final_placement.png
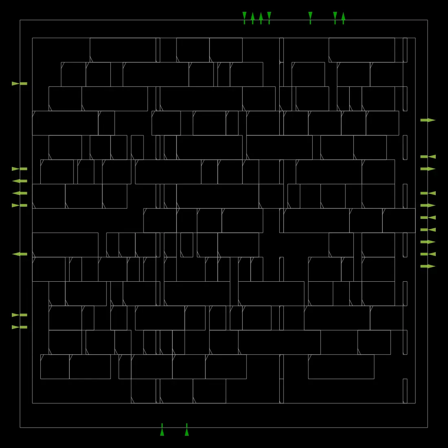
drive_strength.png
Scale: 8 px per µm.
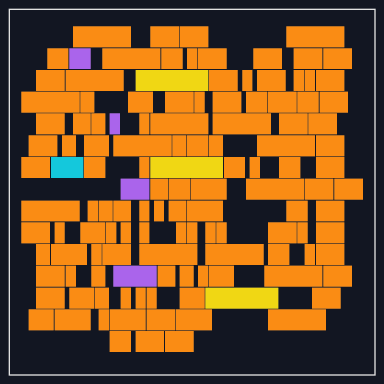
cell_classes.png
Scale: 10 px per µm.
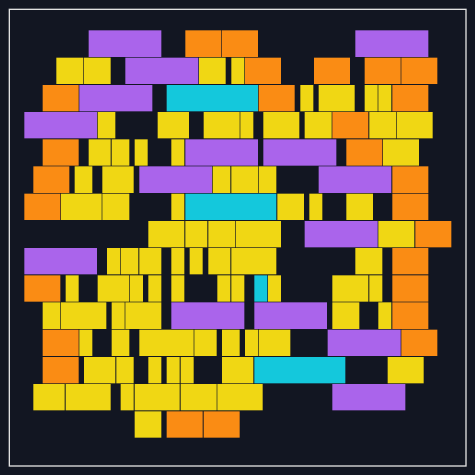
<file path="src/rtl/hypervector_demanipulator_pkg.sv">
// Shared definitions for the hypervector de-manipulation decode path:
// default dimensions and the demanipulator FSM state encoding.
package hypervector_demanipulator_pkg;

  localparam int HV_DIMENSION      = 8;
  localparam int MAX_BUNDLE_CYCLES = 4;

  typedef enum logic [1:0] {
    DEMAN_IDLE   = 2'd0,
    DEMAN_ROTATE = 2'd1,
    DEMAN_DONE   = 2'd2
  } deman_state_e;

endpackage

</file>
<file path="src/rtl/manip_onehot_encoder.sv">
// Lowest-index priority encoder for one-hot manipulator codes ([0:W-1] ordering),
// flagging any code that is not exactly one-hot.
module manip_onehot_encoder #(
  parameter int MANIP_W = 4,
  parameter int CNT_W   = $clog2(MANIP_W) + 1
) (
  input  logic [0:MANIP_W-1] manip_i,
  output logic [CNT_W-1:0]   k_o,
  output logic               err_o
);

  logic [CNT_W-1:0] onesCnt;

  // Scan from the top index down so the lowest set index is the last one written.
  always_comb begin
    k_o     = '0;
    onesCnt = '0;
    for (int i = MANIP_W - 1; i >= 0; i--) begin
      if (manip_i[i]) begin
        k_o     = CNT_W'(i);
        onesCnt = onesCnt + CNT_W'(1);
      end
    end
    err_o = (onesCnt != CNT_W'(1));
  end

endmodule

</file>
<file path="src/rtl/hypervector_demanipulator.sv">
// Undoes a hypervector rotation by k, one position per cycle: out[i] = in[(i+k) mod D].
// Valid/ready on both sides; a single vector is in flight at a time.
module hypervector_demanipulator
  import hypervector_demanipulator_pkg::*;
#(
  parameter int HV_DIM  = HV_DIMENSION,
  parameter int MANIP_W = MAX_BUNDLE_CYCLES,
  parameter int CNT_W   = $clog2(MANIP_W) + 1
) (
  input  logic              Clk_CI,
  input  logic              Reset_RI,
  input  logic              ValidIn_SI,
  output logic              ReadyOut_SO,
  input  logic [0:HV_DIM-1] HypervectorIn_DI,
  input  logic [0:MANIP_W-1] ManipulatorIn_DI,
  output logic              ValidOut_SO,
  input  logic              ReadyIn_SI,
  output logic [0:HV_DIM-1] HypervectorOut_DO,
  output logic              ManipErr_SO
);

  deman_state_e      state_q;
  logic [0:HV_DIM-1] shift_q;
  logic [CNT_W-1:0]  cnt_q;
  logic              err_q;
  logic              valid_q;
  logic [CNT_W-1:0]  encK;
  logic              encErr;

  manip_onehot_encoder #(
    .MANIP_W (MANIP_W),
    .CNT_W   (CNT_W)
  ) u_encoder (
    .manip_i (ManipulatorIn_DI),
    .k_o     (encK),
    .err_o   (encErr)
  );

  // Ready is gated by reset so it is low during reset and high right after it.
  assign ReadyOut_SO       = (state_q == DEMAN_IDLE) && !Reset_RI;
  assign ValidOut_SO       = valid_q;
  assign HypervectorOut_DO = shift_q;
  assign ManipErr_SO       = err_q;

  always_ff @(posedge Clk_CI) begin
    if (Reset_RI) begin
      state_q <= DEMAN_IDLE;
      shift_q <= '0;
      cnt_q   <= '0;
      err_q   <= 1'b0;
      valid_q <= 1'b0;
    end else begin
      case (state_q)
        DEMAN_IDLE: begin
          if (ValidIn_SI) begin
            shift_q <= HypervectorIn_DI;
            cnt_q   <= encK;
            err_q   <= encErr;
            if (encK != '0) begin
              state_q <= DEMAN_ROTATE;
            end else begin
              state_q <= DEMAN_DONE;
              valid_q <= 1'b1;
            end
          end
        end
        // Each step moves every bit one position toward index 0 (with wrap).
        DEMAN_ROTATE: begin
          shift_q <= {shift_q[1:HV_DIM-1], shift_q[0]};
          cnt_q   <= cnt_q - CNT_W'(1);
          if (cnt_q == CNT_W'(1)) begin
            state_q <= DEMAN_DONE;
            valid_q <= 1'b1;
          end
        end
        DEMAN_DONE: begin
          if (ReadyIn_SI) begin
            state_q <= DEMAN_IDLE;
            valid_q <= 1'b0;
          end
        end
        default: begin
          state_q <= DEMAN_IDLE;
          valid_q <= 1'b0;
        end
      endcase
    end
  end

endmodule
</file>
<file path="config.mk">
export PLATFORM = sky130hd
export DESIGN_NAME = hypervector_demanipulator
export DESIGN_NICKNAME = d
export VERILOG_FILES = /design/src/rtl/hypervector_demanipulator_pkg.sv /design/src/rtl/manip_onehot_encoder.sv /design/src/rtl/hypervector_demanipulator.sv
export SDC_FILE = /design/constraint.sdc
export NUM_CORES = 1
export LEC_CHECK = 0
export CORE_MARGIN = 1
export CORE_UTILIZATION = 49
export CTS_BUF_LIST = sky130_fd_sc_hd__clkbuf_16
export DETAILED_ROUTE_END_ITERATION = 10
export PLACE_DENSITY = 0.82
export SETUP_SLACK_MARGIN = 0.02
export SYNTH_ARGS = -nofsm -noshare
export SYNTH_HDL_FRONTEND = slang
export SYNTH_SLANG_ARGS = --single-unit
</file>
<file path="constraint.sdc">
create_clock -name Clk_CI -period 5.6 [get_ports Clk_CI]
set_input_delay 1.12 -clock Clk_CI [delete_from_list [all_inputs] [get_ports Clk_CI]]
set_output_delay 1.12 -clock Clk_CI [all_outputs]
set_load 0.05 [all_outputs]
</file>
==> job_summary.md <==
## PnR job results

| Metric | Value |
|---|---|
| Die Wd | 45.5 µm |
| Final nets | 150 |
| Post-synth ARST share | 0 |
| Clock-pin slew on the worst setup and hold paths | 0.05 ns |
| Worst Hold End | cnt_q[0] |
| First-pass GRT wire length | 3170 µm |
| Final ANT Viol Nets | 0 |
| Setup clock skew after layout | 0.00243 ns |
| Largest net degree at the start of global routing | 21 |
| Flip-flops with a built-in enable | 0 |
| CTS-repair resized insts | 0 |
| Critical path peak fanout | 16 |
| CTS Root Cell | clkbuf_16 |
| I/O pin total | 27 |
| FP Util | 0.532 |
| Setup violators final | 0 |
| Slew margin rel. | 0.563 |
| FILL cells | 144 |
| Tightest Hold Check Type | flip-flop to flip-flop |
| Reg2reg setup slack | 4.00 ns |
| Post-Syn Area | 928 µm² |
| Worst path cell trace | clkdlybuf4s50_1 > nor3_1 > clkdlybuf4s50_1 |
| Measured slew at the worst slew-check pin | 0.655 ns |
| Critical Path AT | 3.00 ns |
| Tot Pwr | 436 µW |
| Leak | 0.525 nW |
| Num CTS Buffers | 3 |
| Tool warning count | 29 |
| Die area | 2070 µm² |
| DR iter-0 viols | 3 |
| Post-synth regs | 15 |
| Hold_buf cts | 0 |
| CP Launch Type | input pin |
| H-tree Lvls | 1 |
| Crit path DRT | 4.48 ns |
| Crit Path Class | input pin to primary output |
| Main flop type | dfxtp_1 |
| WHS Path Cells | 1 |
| DR WL/cell | 12.5 µm |
| Drt pass-1 iters | 3 |
| Yosys cell count | 106 |
| Fin crit share | 0.736 |
| Detailed-placement wirelength estimate | 1380 µm |
| DR vias/cell | 5.32 |
| Setup crit end kind | primary output |
| Routed wire length | 1900 µm |
| CP bufs+invs | 2 |
| Setup TNS | 0 ns |
| Post-synth seq share | 0.323 |
| Reg2reg start | state_q[1] |
| Syn. warnings | 0 |
| Final Wtd Congestion | 0.728 |
| CTS tree | yes |
| Crit-path max cell delay | 0.85 ns |
| Final tally of max-slew violations | 0 |
| Syn Nets | 128 |
| Family with the most delay on the worst path | buffers and inverters |
| Fraction of layout cells with a size suffix above 1 | 0.0630 |
| Status | completed |
| Worst skew pair latency | 0.24 ns |
| # port buffers | 26 |
| Post-synth cell types | 33 |
| Setup bufs post-CTS | 0 |
| Power per cell area | 355 nW/µm² |
| CTS Sinks | 15 |
| Critical Path Most Common Cell | clkdlybuf4s50_1 |
| Setup crit start | Reset_RI |
| YS chip area | 928 µm² |
| WHS | 0.489 ns |
| RSZ-0062 raised after global routing | false |
| Dpl ws | 1.52 ns |
| Drt drc | 0 |
| Number of global-route vias before repair | 757 |
| Die height | 45.5 µm |
| ANT cells | 0 |
| CP max stage cell | clkdlybuf4s50_1 |
| Tmin final | 4.12 ns |
| Max-cap violations | 0 |
| Routed vias | 809 |
| Max IR drop VDD | 0.000249 V |
| Syn Inst Count | 106 |
## Picture notes: final_placement.png
n_taps: 25
flop share of the area: 0.245
Rows: 15
FF+latch count: 15
final std cells w/o fill: 152

## Picture notes: drive_strength.png
drive 6 and up: shown in yellow, cells 3, share 2.4%. drive 2: shown in purple, cells 4, share 3.1%. drive 1 or less: shown in orange, cells 119, share 94%. drive 3 to 4: shown in cyan, cells 1, share 0.79%.
Non-CTS buffers: 26
setup ws final: 1.48 ns
post-route cell area: 1230 µm²
Synth-to-Final Area Change: 32.2%

## Picture notes: cell_classes.png
all other logic: shown in yellow, cells 82, share of their area 47%. other buffers and delay cells: shown in orange, cells 26, share of their area 22%. clock drivers and dummy loads: shown in cyan, cells 4, share of their area 6.6%. flip-flops: shown in purple, cells 15, share of their area 25%.
post-layout util: 0.703
CORE AREA: 1750 µm²

## synth_stat cells, drive strengths merged, types with 2 or more instances
cell | instances | share of area
a21oi | 4 | 0.022
nand2 | 6 | 0.024
nor2 | 15 | 0.061
clkbuf | 4 | 0.018
a311oi | 3 | 0.028
dfxtp | 15 | 0.32
nand3 | 2 | 0.011
ha | 6 | 0.081
a31oi | 2 | 0.013
mux2i | 9 | 0.097
inv | 7 | 0.028
nor3 | 3 | 0.016
a211oi | 10 | 0.081
buf | 5 | 0.059
xor2 | 2 | 0.019
## registers in the layout, summed over array words and instances, names as in the netlist
| name | count |
|---|---|
| HypervectorOut_DO | 8 |
| ManipErr_SO | 1 |
| cnt_q | 3 |
| ValidOut_SO | 1 |
| state_q | 2 |
## cells in the final DEF, fill, tap and decap left out
master	count
o221ai_1	1
nand2b_1	1
a211oi_1	10
ha_1	6
clkdlybuf4s50_1	26
o311a_1	1
and2_2	1
o21ba_2	1
nand2_1	6
nor2b_1	1
nand3b_1	1
xor2_1	2
o22ai_1	1
mux2i_1	9
o21ai_0	1
clkbuf_16	3
or3_4	1
a21oi_1	4
inv_1	7
nor3b_1	1
dfxtp_1	15
a221oi_2	1
a31oi_1	2
a211o_1	1
inv_2	1
nand3_1	2
nor2_1	15
nor3_1	3
a311oi_1	3
## worst reg2reg max path, cell delays in order, from the launching register on
cell	delay, ns
dfxtp_1	0.46
nand2b_1	0.58
mux2i_1	0.18
a211oi_1	0.28
## how the worst max path moves through the flow
stage                       end  slack [ns]  cells past startpoint
floorplan           ReadyOut_SO        1.96                      3
global placement    ReadyOut_SO        1.57                      3
detailed placement  ReadyOut_SO        1.52                      3
CTS                 ReadyOut_SO        1.48                      3
global route        ReadyOut_SO        1.38                      3
finish              ReadyOut_SO        1.48                      3
## power by group
group          switching (mW)  internal (mW)  leakage, nW
sequential             0.0144          0.124        0.124
combinational          0.0968         0.0654        0.359
clock                  0.0411         0.0944       0.0423
total                   0.152          0.284        0.525
## cell families (layout without fill, tap and decap cells)
kind of cell,count (synthesis),count (layout),synth area share
compound gates,26,26,0.213
xor+xnor,2,2,0.0189
fa+ha+maj,6,6,0.0809
buf+inv,16,37,0.105
flops,15,15,0.323
mux,9,9,0.0970
simple gates,32,32,0.162
## stage by stage
stage	utilization	std cells	cell area, µm²
6_report	0.703	152	1230
5_1_grt	0.703	152	1230
4_1_cts	0.703	152	1230
3_5_place_dp	0.658	148	1150
3_3_place_gp	0.658	148	1150
2_1_floorplan	-	106	928
## routing by layer
layer	part of all wire	GRT usage	vias to the layer above
met2	0.50	0.366	20
met3	0.042	0.0397	4
met4	0.012	0.109	0
met1	0.45	0.255	363
met5	0	0	-
li1	-	-	422
## layout make-up
type | count | area, µm² | share of cell area
clock buffer | 3 | 75.1 | 0.0612
inverter | 7 | 26.3 | 0.0214
sequential | 15 | 300 | 0.245
timing repair buffer | 26 | 260 | 0.212
tap | 25 | 31.3 | 0.0255
multi-input combinational | 75 | 531 | 0.432
clock inverter | 1 | 3.75 | 0.00306
No activity file was given, so power comes from the tool's default toggle rates.
